### config.mk
export PLATFORM = sky130hd
export DESIGN_NAME = traffic_light_fsm_flat
export DESIGN_NICKNAME = d
export VERILOG_FILES = /design/src/rtl/traffic_pkg.sv /design/src/rtl/traffic_light_fsm_if.sv /design/src/rtl/traffic_timer.sv /design/src/rtl/traffic_light_fsm.sv /design/src/flat_wrapper.sv
export SDC_FILE = /design/constraint.sdc
export NUM_CORES = 1
export LEC_CHECK = 0
export CELL_PAD_IN_SITES_DETAIL_PLACEMENT = 1
export CELL_PAD_IN_SITES_GLOBAL_PLACEMENT = 2
export CORE_ASPECT_RATIO = 0.6
export CORE_MARGIN = 5
export CORE_UTILIZATION = 27
export DETAILED_ROUTE_END_ITERATION = 8
export PLACE_DENSITY_LB_ADDON = 0.08
export SETUP_SLACK_MARGIN = 0.2
export SLEW_MARGIN = 40
export SYNTH_ARGS = -nofsm -noshare
export SYNTH_HDL_FRONTEND = slang
export SYNTH_SLANG_ARGS = --single-unit
### constraint.sdc
create_clock -name CLK -period 2.9 [get_ports CLK]
set_clock_uncertainty 0.1 [all_clocks]
set_input_delay 0.58 -clock CLK [delete_from_list [all_inputs] [get_ports CLK]]
set_output_delay 0.58 -clock CLK [all_outputs]
set_load 0.02 [all_outputs]
### src/rtl/traffic_pkg.sv
// Shared encodings for the two-road traffic controller.
// Used by the controller and the upstream traffic counter.
package traffic_pkg;

    typedef enum logic [2:0] {
        INIT       = 3'd0,
        A_STATE    = 3'd1,
        B_STATE    = 3'd2,
        A_IS_GREEN = 3'd3,
        B_IS_GREEN = 3'd4,
        BLINK      = 3'd5
    } tl_state_e;

    localparam logic [2:0] RED = 3'b100;
    localparam logic [2:0] YEL = 3'b010;
    localparam logic [2:0] GRN = 3'b001;
    localparam logic [2:0] OFF = 3'b000;

    // Flashing amber: yellow lamp follows the blink phase.
    function automatic logic [2:0] blink_lamp(input logic phase);
        return {1'b0, phase, 1'b0};
    endfunction

endpackage

### src/rtl/traffic_light_fsm_if.sv
// Sensor/count inputs and lamp/state outputs of the controller.
// master = upstream counter and sensors, slave = controller.
interface traffic_light_fsm_if;

    logic       A_Traffic;
    logic       B_Traffic;
    logic [6:0] Traffic_gone;
    logic [3:0] Traffic_Back;
    logic [2:0] state;
    logic [2:0] A_Light;
    logic [2:0] B_Light;
    logic       Blink_on;

    modport master (
        output A_Traffic,
        output B_Traffic,
        output Traffic_gone,
        output Traffic_Back,
        input  state,
        input  A_Light,
        input  B_Light,
        input  Blink_on
    );

    modport slave (
        input  A_Traffic,
        input  B_Traffic,
        input  Traffic_gone,
        input  Traffic_Back,
        output state,
        output A_Light,
        output B_Light,
        output Blink_on
    );

endinterface

### src/rtl/traffic_timer.sv
// In-state cycle timer: sync clear, count enable,
// saturates at all-ones so long greens never wrap.
module traffic_timer #(
    parameter int W = 8
) (
    input  logic         CLK,
    input  logic         Reset,
    input  logic         clr,
    input  logic         en,
    output logic [W-1:0] count
);

    // Clear wins over counting; hold once all-ones is reached.
    always_ff @(posedge CLK) begin
        if (Reset) begin
            count <= '0;
        end else if (clr) begin
            count <= '0;
        end else if (en && (count != '1)) begin
            count <= count + W'(1);
        end
    end

endmodule

### src/rtl/traffic_light_fsm.sv
// Two-road traffic controller: green/yellow alternation with
// min/max green, plus flashing-yellow mode when traffic is gone.
module traffic_light_fsm
    import traffic_pkg::*;
#(
    parameter int TMR_W      = 8,
    parameter int ALLRED_CYC = 2,
    parameter int GREEN_MIN  = 10,
    parameter int GREEN_MAX  = 40,
    parameter int YELLOW_CYC = 4,
    parameter int GONE_LIMIT = 100,
    parameter int BACK_LIMIT = 8,
    parameter int BLINK_HALF = 5
) (
    input  logic               CLK,
    input  logic               Reset,
    traffic_light_fsm_if.slave tl
);

    localparam logic [TMR_W-1:0] ALLRED_LAST = TMR_W'(ALLRED_CYC - 1);
    localparam logic [TMR_W-1:0] GMIN_LAST   = TMR_W'(GREEN_MIN - 1);
    localparam logic [TMR_W-1:0] GMAX_LAST   = TMR_W'(GREEN_MAX - 1);
    localparam logic [TMR_W-1:0] YEL_LAST    = TMR_W'(YELLOW_CYC - 1);
    localparam logic [TMR_W-1:0] HALF_LAST   = TMR_W'(BLINK_HALF - 1);
    localparam logic [6:0]       GONE_TH     = 7'(GONE_LIMIT);
    localparam logic [3:0]       BACK_TH     = 4'(BACK_LIMIT);

    tl_state_e        state_q;
    tl_state_e        next_state;
    logic [TMR_W-1:0] timer;
    logic             tmr_clr;
    logic             blink_pend;
    logic             pend_nxt;
    logic             blink_phase;
    logic             phase_nxt;
    logic             blink_wrap;
    logic             gone_hit;
    logic             back_hit;
    logic             green_min;
    logic             green_max;
    logic [2:0]       a_lamp;
    logic [2:0]       b_lamp;
    logic             blink_on;

    // >= compares: upstream counters may run past the limit.
    assign gone_hit   = (tl.Traffic_gone >= GONE_TH);
    assign back_hit   = (tl.Traffic_Back >= BACK_TH);
    assign green_min  = (timer >= GMIN_LAST);
    assign green_max  = (timer >= GMAX_LAST);
    assign blink_wrap = (state_q == BLINK) && (timer == HALF_LAST);

    // Timer restarts on any state change and at each blink half-period.
    assign tmr_clr = (next_state != state_q) || blink_wrap;

    traffic_timer #(
        .W(TMR_W)
    ) u_timer (
        .CLK  (CLK),
        .Reset(Reset),
        .clr  (tmr_clr),
        .en   (1'b1),
        .count(timer)
    );

    // Next-state selection and blink_pend update.
    always_comb begin
        next_state = state_q;
        pend_nxt   = blink_pend;
        unique case (state_q)
            INIT: begin
                if (timer == ALLRED_LAST) begin
                    next_state = A_IS_GREEN;
                end
            end
            A_IS_GREEN: begin
                if (green_min) begin
                    if (gone_hit) begin
                        next_state = A_STATE;
                        pend_nxt   = 1'b1;
                    end else if (tl.B_Traffic &&
                                 (!tl.A_Traffic || green_max)) begin
                        next_state = A_STATE;
                    end
                end
            end
            B_IS_GREEN: begin
                if (green_min) begin
                    if (gone_hit) begin
                        next_state = B_STATE;
                        pend_nxt   = 1'b1;
                    end else if (tl.A_Traffic &&
                                 (!tl.B_Traffic || green_max)) begin
                        next_state = B_STATE;
                    end
                end
            end
            A_STATE: begin
                if (timer == YEL_LAST) begin
                    next_state = blink_pend ? BLINK : B_IS_GREEN;
                    pend_nxt   = 1'b0;
                end
            end
            B_STATE: begin
                if (timer == YEL_LAST) begin
                    next_state = blink_pend ? BLINK : A_IS_GREEN;
                    pend_nxt   = 1'b0;
                end
            end
            BLINK: begin
                if (back_hit) begin
                    next_state = INIT;
                end
            end
            default: begin
                next_state = INIT;
                pend_nxt   = 1'b0;
            end
        endcase
    end

    // Blink phase: lit on entry, toggles every half-period, dark outside BLINK.
    always_comb begin
        phase_nxt = 1'b0;
        if (next_state == BLINK) begin
            if (state_q != BLINK) begin
                phase_nxt = 1'b1;
            end else if (blink_wrap) begin
                phase_nxt = ~blink_phase;
            end else begin
                phase_nxt = blink_phase;
            end
        end
    end

    // Controller state registers.
    always_ff @(posedge CLK) begin
        if (Reset) begin
            state_q     <= INIT;
            blink_pend  <= 1'b0;
            blink_phase <= 1'b0;
        end else begin
            state_q     <= next_state;
            blink_pend  <= pend_nxt;
            blink_phase <= phase_nxt;
        end
    end

    // Moore lamp decode; illegal codes show all-red.
    always_comb begin
        a_lamp   = RED;
        b_lamp   = RED;
        blink_on = 1'b0;
        unique case (state_q)
            INIT: begin
                a_lamp = RED;
                b_lamp = RED;
            end
            A_IS_GREEN: a_lamp = GRN;
            B_IS_GREEN: b_lamp = GRN;
            A_STATE:    a_lamp = YEL;
            B_STATE:    b_lamp = YEL;
            BLINK: begin
                a_lamp   = blink_lamp(blink_phase);
                b_lamp   = blink_lamp(blink_phase);
                blink_on = 1'b1;
            end
            default: begin
                a_lamp = RED;
                b_lamp = RED;
            end
        endcase
    end

    assign tl.state    = state_q;
    assign tl.A_Light  = a_lamp;
    assign tl.B_Light  = b_lamp;
    assign tl.Blink_on = blink_on;

endmodule
### src/flat_wrapper.sv
// flat-port wrapper written by rule: the top's interface ports become plain ports
module traffic_light_fsm_flat import traffic_pkg::*;
#(
    parameter int TMR_W      = 8,
    parameter int ALLRED_CYC = 2,
    parameter int GREEN_MIN  = 10,
    parameter int GREEN_MAX  = 40,
    parameter int YELLOW_CYC = 4,
    parameter int GONE_LIMIT = 100,
    parameter int BACK_LIMIT = 8,
    parameter int BLINK_HALF = 5
)
  (CLK, Reset, tl_A_Traffic, tl_B_Traffic, tl_Traffic_gone, tl_Traffic_Back, tl_state, tl_A_Light, tl_B_Light, tl_Blink_on);
  traffic_light_fsm_if tl_i ();
  input  logic CLK;
  input  logic Reset;
  input wire logic [$bits(tl_i.A_Traffic)-1:0] tl_A_Traffic;
  input wire logic [$bits(tl_i.B_Traffic)-1:0] tl_B_Traffic;
  input wire logic [$bits(tl_i.Traffic_gone)-1:0] tl_Traffic_gone;
  input wire logic [$bits(tl_i.Traffic_Back)-1:0] tl_Traffic_Back;
  output wire logic [$bits(tl_i.state)-1:0] tl_state;
  output wire logic [$bits(tl_i.A_Light)-1:0] tl_A_Light;
  output wire logic [$bits(tl_i.B_Light)-1:0] tl_B_Light;
  output wire logic [$bits(tl_i.Blink_on)-1:0] tl_Blink_on;
  assign tl_i.A_Traffic = tl_A_Traffic;
  assign tl_i.B_Traffic = tl_B_Traffic;
  assign tl_i.Traffic_gone = tl_Traffic_gone;
  assign tl_i.Traffic_Back = tl_Traffic_Back;
  assign tl_state = tl_i.state;
  assign tl_A_Light = tl_i.A_Light;
  assign tl_B_Light = tl_i.B_Light;
  assign tl_Blink_on = tl_i.Blink_on;
  traffic_light_fsm #(.TMR_W(TMR_W), .ALLRED_CYC(ALLRED_CYC), .GREEN_MIN(GREEN_MIN), .GREEN_MAX(GREEN_MAX), .YELLOW_CYC(YELLOW_CYC), .GONE_LIMIT(GONE_LIMIT), .BACK_LIMIT(BACK_LIMIT), .BLINK_HALF(BLINK_HALF)) u_core (.CLK(CLK), .Reset(Reset), .tl(tl_i));
endmodule
Fig. 1: run 1, local utilization
The die is cut into 9 by 6 equal tiles; black is low, pale yellow is high, 0 to 100% covered.
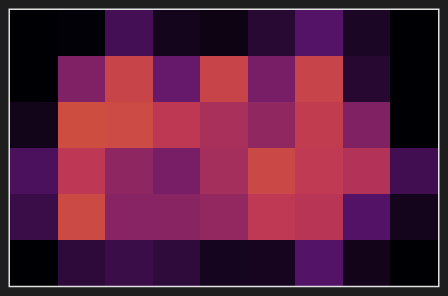
densest ninth of the die	centre
fullest tile	57%
nearly empty tiles	15%
mean over tiles	26%

Fig. 2: run 1, drive-strength map
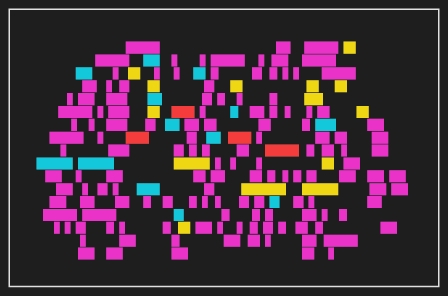
colour	size	cells	share
magenta	x1 and smaller	138	82%
yellow	x3 and x4	14	8.3%
cyan	x2	13	7.7%
red	x6 and larger	4	2.4%

Fig. 3: run 1, placed cells, one colour a class
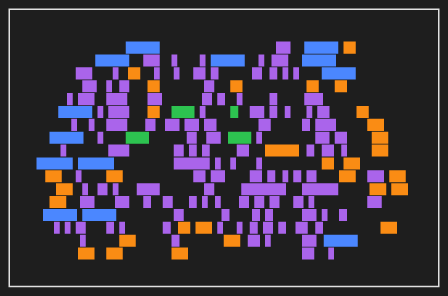
colour	class	cells	share of their area
green	clock drivers and dummy loads	4	3.3%
purple	remaining logic cells	122	57%
orange	remaining buffers and delay cells	30	21%
blue	registers	13	19%

Fig. 4: run 1, sequential cells grouped by signal name
Other sequential cells in the stronger grey, the rest of the logic in the fainter grey.
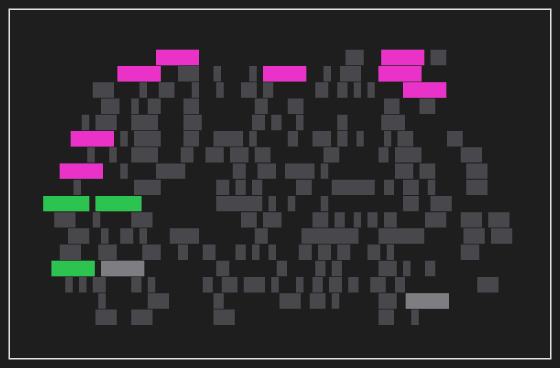
colour	signal	flops
magenta	u_core.u_timer.count	8
green	u_core.tl.state	3
Final Util: 0.392
register area: 263 um2
sequential power: 0.000267 W
Seq area share: 0.181

==> reports/qor.yml, run 1 <==
io_buffers: 19
powerDensity_nw_per_um2: 703
min_delay_path_depth: 2
routed_wl_mm: 3.46
edf_count: 0
busiest_layer: "met1"
vias: 1130
gp_congestion: 0.817
non_clock_buffer_area_share: 0.197
largest_register: "u_core.u_timer.count"
clk_pin_slew_ns: 0.06
fillCellCount: 463
simple_gate_area_frac: 0.354
cts_made_buffers: 3
globalRouteTotalUtil: 0.137
async_flop_share: 0
fp_nets: 160
r2r_start: "u_core.u_timer.count[4]"
highest_layer: "met4"
inverters_excl_clock: 7
buffers_excl_clock: 30
firstDrtPassIters: 4
clk_share: 0.0319
end_kind: "flip-flop"
yosysCellCount: 141
cts_hold_buf: 0
common_cells: "nor2_1 (23), dfxtp_1 (13), nand2_1 (10), o21ai_0 (10), a21oi_1 (8)"
synthCells: 141
rsz0062_at_grt: "false"
xor_share: 0.0251
seq_power_share: 0.262
setup.worst_path.end: "u_core.u_timer.count[6]"
largest_reg_flops: 8
htreeDepth: 1
p_switching_w: 0.000436
slowest_delay_ns: 0.61
flops: 13
synthMostInstantiatedCell: "nor2_1"
clkbuf_count: 3
dp_hpwl_mm: 2.80
routedWlPerCell_um: 16.0
setup_ws_ns: 0.326
crit_required_ns: 2.98
path_depth: 7
layout_top_cells: "nor2_1 (23), clkdlybuf4s50_1 (19), dfxtp_1 (11)"
syn-cell-area_um2: 1050
num_antenna_cells: 0
cts_buffer_depth: 2
fin_hold_ws_ns: 0.468
cts.sinks: 13
grt_pass1_wl_mm: 5.85
grt.met1_usage: 0.212
hold_end: "u_core.u_timer.count[1]"
setup.worst_path.start: "u_core.u_timer.count[4]"
status: "finished clean"
ys_ff: 13
initialDrtViolationCount: 32
hp-start: "u_core.u_timer.count[1]"
die-area_um2: 5270
power.total_w: 0.00102
nMultiInputCombCells: 115
==> run 2, diff against run 1 <==
--- a/config.mk
+++ b/config.mk
@@ -13,6 +13,7 @@
 export DETAILED_ROUTE_END_ITERATION = 8
 export PLACE_DENSITY_LB_ADDON = 0.08
 export SETUP_SLACK_MARGIN = 0.2
+export SKIP_CTS_REPAIR_TIMING = 1
 export SLEW_MARGIN = 40
 export SYNTH_ARGS = -nofsm -noshare
 export SYNTH_HDL_FRONTEND = slang
Fig. 5: run 2, placed cells, one colour a class
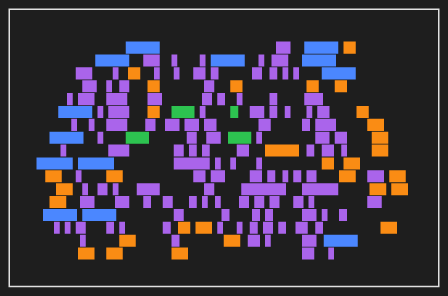
colour	class	cells	share of their area
purple	remaining logic cells	122	57%
orange	remaining buffers and delay cells	30	21%
blue	registers	13	19%
green	clock drivers and dummy loads	4	3.3%

Fig. 6: run 2, local utilization
The die is cut into 9 by 6 equal tiles; black is low, pale yellow is high, 0 to 100% covered.
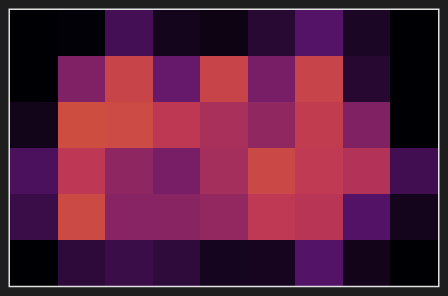
nearly empty tiles	15%
fullest tile	57%
densest ninth of the die	centre
mean over tiles	26%
Core Area: 3700 um2
starting density of the core: 0.283

==> run 2 against run 1 <==
  * First-iteration DRC count did not move
  * Worst hold slack barely moved
  * Sequential power barely moved
  * Non-clock buffer count did not move
  * Count of clock-buffer cells in the layout did not move
  * Global-route usage did not move
  * Critical path type unchanged
  * Register-to-register slack barely moved
  * Sequential cell count did not move
  * Cell area did not move
  * Highest routed layer unchanged
  * Critical endpoint unchanged
  * Utilization did not move
==> reports/qor.yml, run 2 <==
status: "finished clean"
setup_ws_ns: 0.326
die-area_um2: 5270
largest_reg_flops: 8
gp_congestion: 0.817
startpoint_type: "flip-flop"
grt_pass1_vias: 1160
rows: 17
clk_pin_slew_ns: 0.06
fin_hold_ws_ns: 0.468
cts_made_buffers: 3
grt_pass1_wl_mm: 5.85
cts_buffer_depth: 2
common_cells: "nor2_1 (23), dfxtp_1 (13), nand2_1 (10), o21ai_0 (10), a21oi_1 (8)"
worstMarginPinSlew_ns: 0.471
clkbuf_count: 3
hold_end: "u_core.u_timer.count[1]"
busiest_layer: "met1"
register_area_um2: 263
setup.worst_path.end: "u_core.u_timer.count[6]"
setup.worst_path.start: "u_core.u_timer.count[4]"
crit_fanout: 8
root_buffer: "clkbuf_8"
fin_util: 0.392
xor_share: 0.0251
non_clock_buffer_area_share: 0.197
slew_headroom: 0.685
firstDrtPassIters: 4
clk_share: 0.0319
seq_power_share: 0.262
buffers_excl_clock: 30
grt.met1_usage: 0.212
power.total_w: 0.00102
synthCells: 141
ys_top_logic_family: "simple AND/OR/NAND/NOR gates"
seq_power_w: 0.000267
reg2reg_to: "u_core.u_timer.count[6]"
globalRouteTotalUtil: 0.137
flop_cell: "dfxtp_1"
holdCritPathClass: "reg2reg"
layout_top_cells: "nor2_1 (23), clkdlybuf4s50_1 (19), dfxtp_1 (11)"
slowest_delay_ns: 0.61
edf_count: 0
syn-cell-area_um2: 1050
powerDensity_nw_per_um2: 702
path_depth: 7
highest_layer: "met4"
io_buffers: 19
async_flop_share: 0
routedWlPerCell_um: 16.0
fillCellCount: 463
rsz0062_at_grt: "false"
synthMostInstantiatedCell: "nor2_1"
simple_gate_area_frac: 0.354
end_kind: "flip-flop"
routed_wl_mm: 3.46
ys_ff: 13
flops: 13
nMultiInputCombCells: 115
warning_count: 34
min_delay_path_depth: 2
fp_nets: 160
hp-start: "u_core.u_timer.count[1]"
inverters_excl_clock: 7
viasPerCell: 5.23
r2r_start: "u_core.u_timer.count[4]"
maxSlewViolCount: 0
yosysCellCount: 141
largest_register: "u_core.u_timer.count"
htreeDepth: 1
dp_hpwl_mm: 2.80
crit_required_ns: 2.98
num_antenna_cells: 0
max_freq_ghz: 0.388
vias: 1130
seq_share: 0.181
synth_seq_share: 0.248
p_switching_w: 0.000436
initialDrtViolationCount: 32
cts.sinks: 13
Fig. 7: run 2, drive-strength map
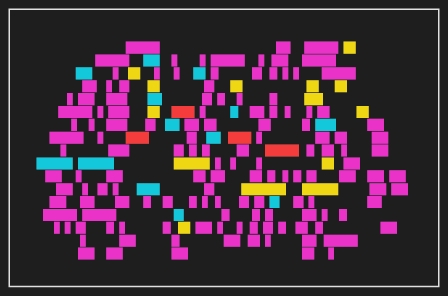
colour	size	cells	share
red	x6 and larger	4	2.4%
cyan	x2	13	7.7%
magenta	x1 and smaller	138	82%
yellow	x3 and x4	14	8.3%

==> run 3, diff against run 2 <==
==> constraint.sdc (replaced) <==
create_clock -name CLK -period 2.8 [get_ports CLK]
set_clock_uncertainty 0.1 [all_clocks]
set_input_delay 0.56 -clock CLK [delete_from_list [all_inputs] [get_ports CLK]]
set_output_delay 0.56 -clock CLK [all_outputs]
set_load 0.02 [all_outputs]
Fig. 8: run 3, placed cells, one colour a class
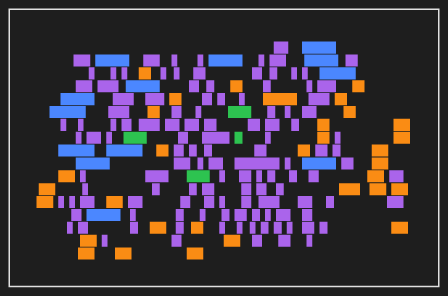
colour	class	cells	share of their area
purple	remaining logic cells	122	56%
orange	remaining buffers and delay cells	32	22%
green	clock drivers and dummy loads	4	3.3%
blue	registers	13	19%

Fig. 9: run 3, drive-strength map
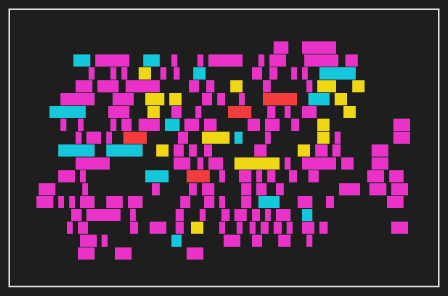
colour	size	cells	share
magenta	x1 and smaller	137	80%
cyan	x2	14	8.2%
red	x6 and larger	4	2.3%
yellow	x3 and x4	16	9.4%
Layout area overhead: 39.3%
Non-CTS buffers: 32
finished layout cell area: 1460 um2
setup slack after layout: 0.270 ns

==> run 3 against run 2 <==
  * Area after synthesis unchanged
  * Highest routed layer unchanged
  * Count of clock-buffer cells in the layout is the same
  * Global-route usage grew 0.15 points
  * Die area unchanged
  * Routed wire length up 0.20%
  * Cell area rose by 0.69%
  * Clock power is essentially flat
  * Sequential power rose by 5%
  * Worst hold slack got worse by 0.014 ns
  * Fmax up 1.7%
  * Critical path depth did not move
  * Utilization increased by 0.27 points
  * Largest power group unchanged
==> reports/qor.yml, run 3 <==
status: "finished clean"
non_clock_buffer_area_share: 0.207
routed_wl_mm: 3.46
rows: 17
startpoint_type: "flip-flop"
clk_share: 0.0317
synthCells: 141
slew_headroom: 0.672
dp_hpwl_mm: 2.82
crit_required_ns: 2.88
end_kind: "flip-flop"
num_antenna_cells: 0
nMultiInputCombCells: 115
cts_buffer_depth: 2
simple_gate_area_frac: 0.354
grt_pass1_wl_mm: 5.82
fin_hold_ws_ns: 0.454
htreeDepth: 1
initialDrtViolationCount: 47
crit_fanout: 8
synth_seq_share: 0.248
inverters_excl_clock: 7
max_freq_ghz: 0.395
gp_congestion: 0.818
cts.sinks: 13
ys_ff: 13
initial_utilization: 0.283
fillCellCount: 466
xor_share: 0.0251
grt_pass1_vias: 1112
setup.worst_path.start: "u_core.u_timer.count[6]"
grt.met1_usage: 0.216
highest_layer: "met4"
rsz0062_at_grt: "true"
yosysCellCount: 141
routedWlPerCell_um: 15.9
Fig. 10: run 3, sequential cells grouped by signal name
Other sequential cells in the stronger grey, the rest of the logic in the fainter grey.
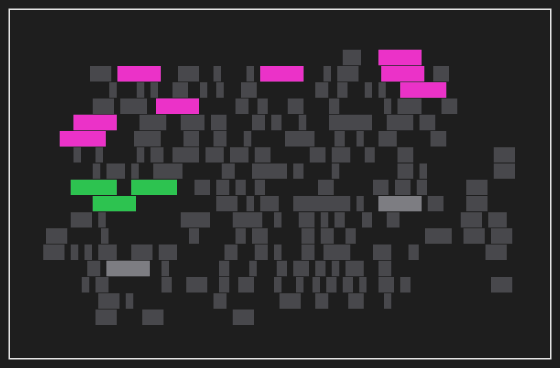
colour	signal	flops
magenta	u_core.u_timer.count	8
green	u_core.tl.state	3
Final Util: 0.395
register area: 265 um2
sequential power: 0.000280 W
Seq area share: 0.182

No activity file was given, so power comes from the tool's default toggle rates.
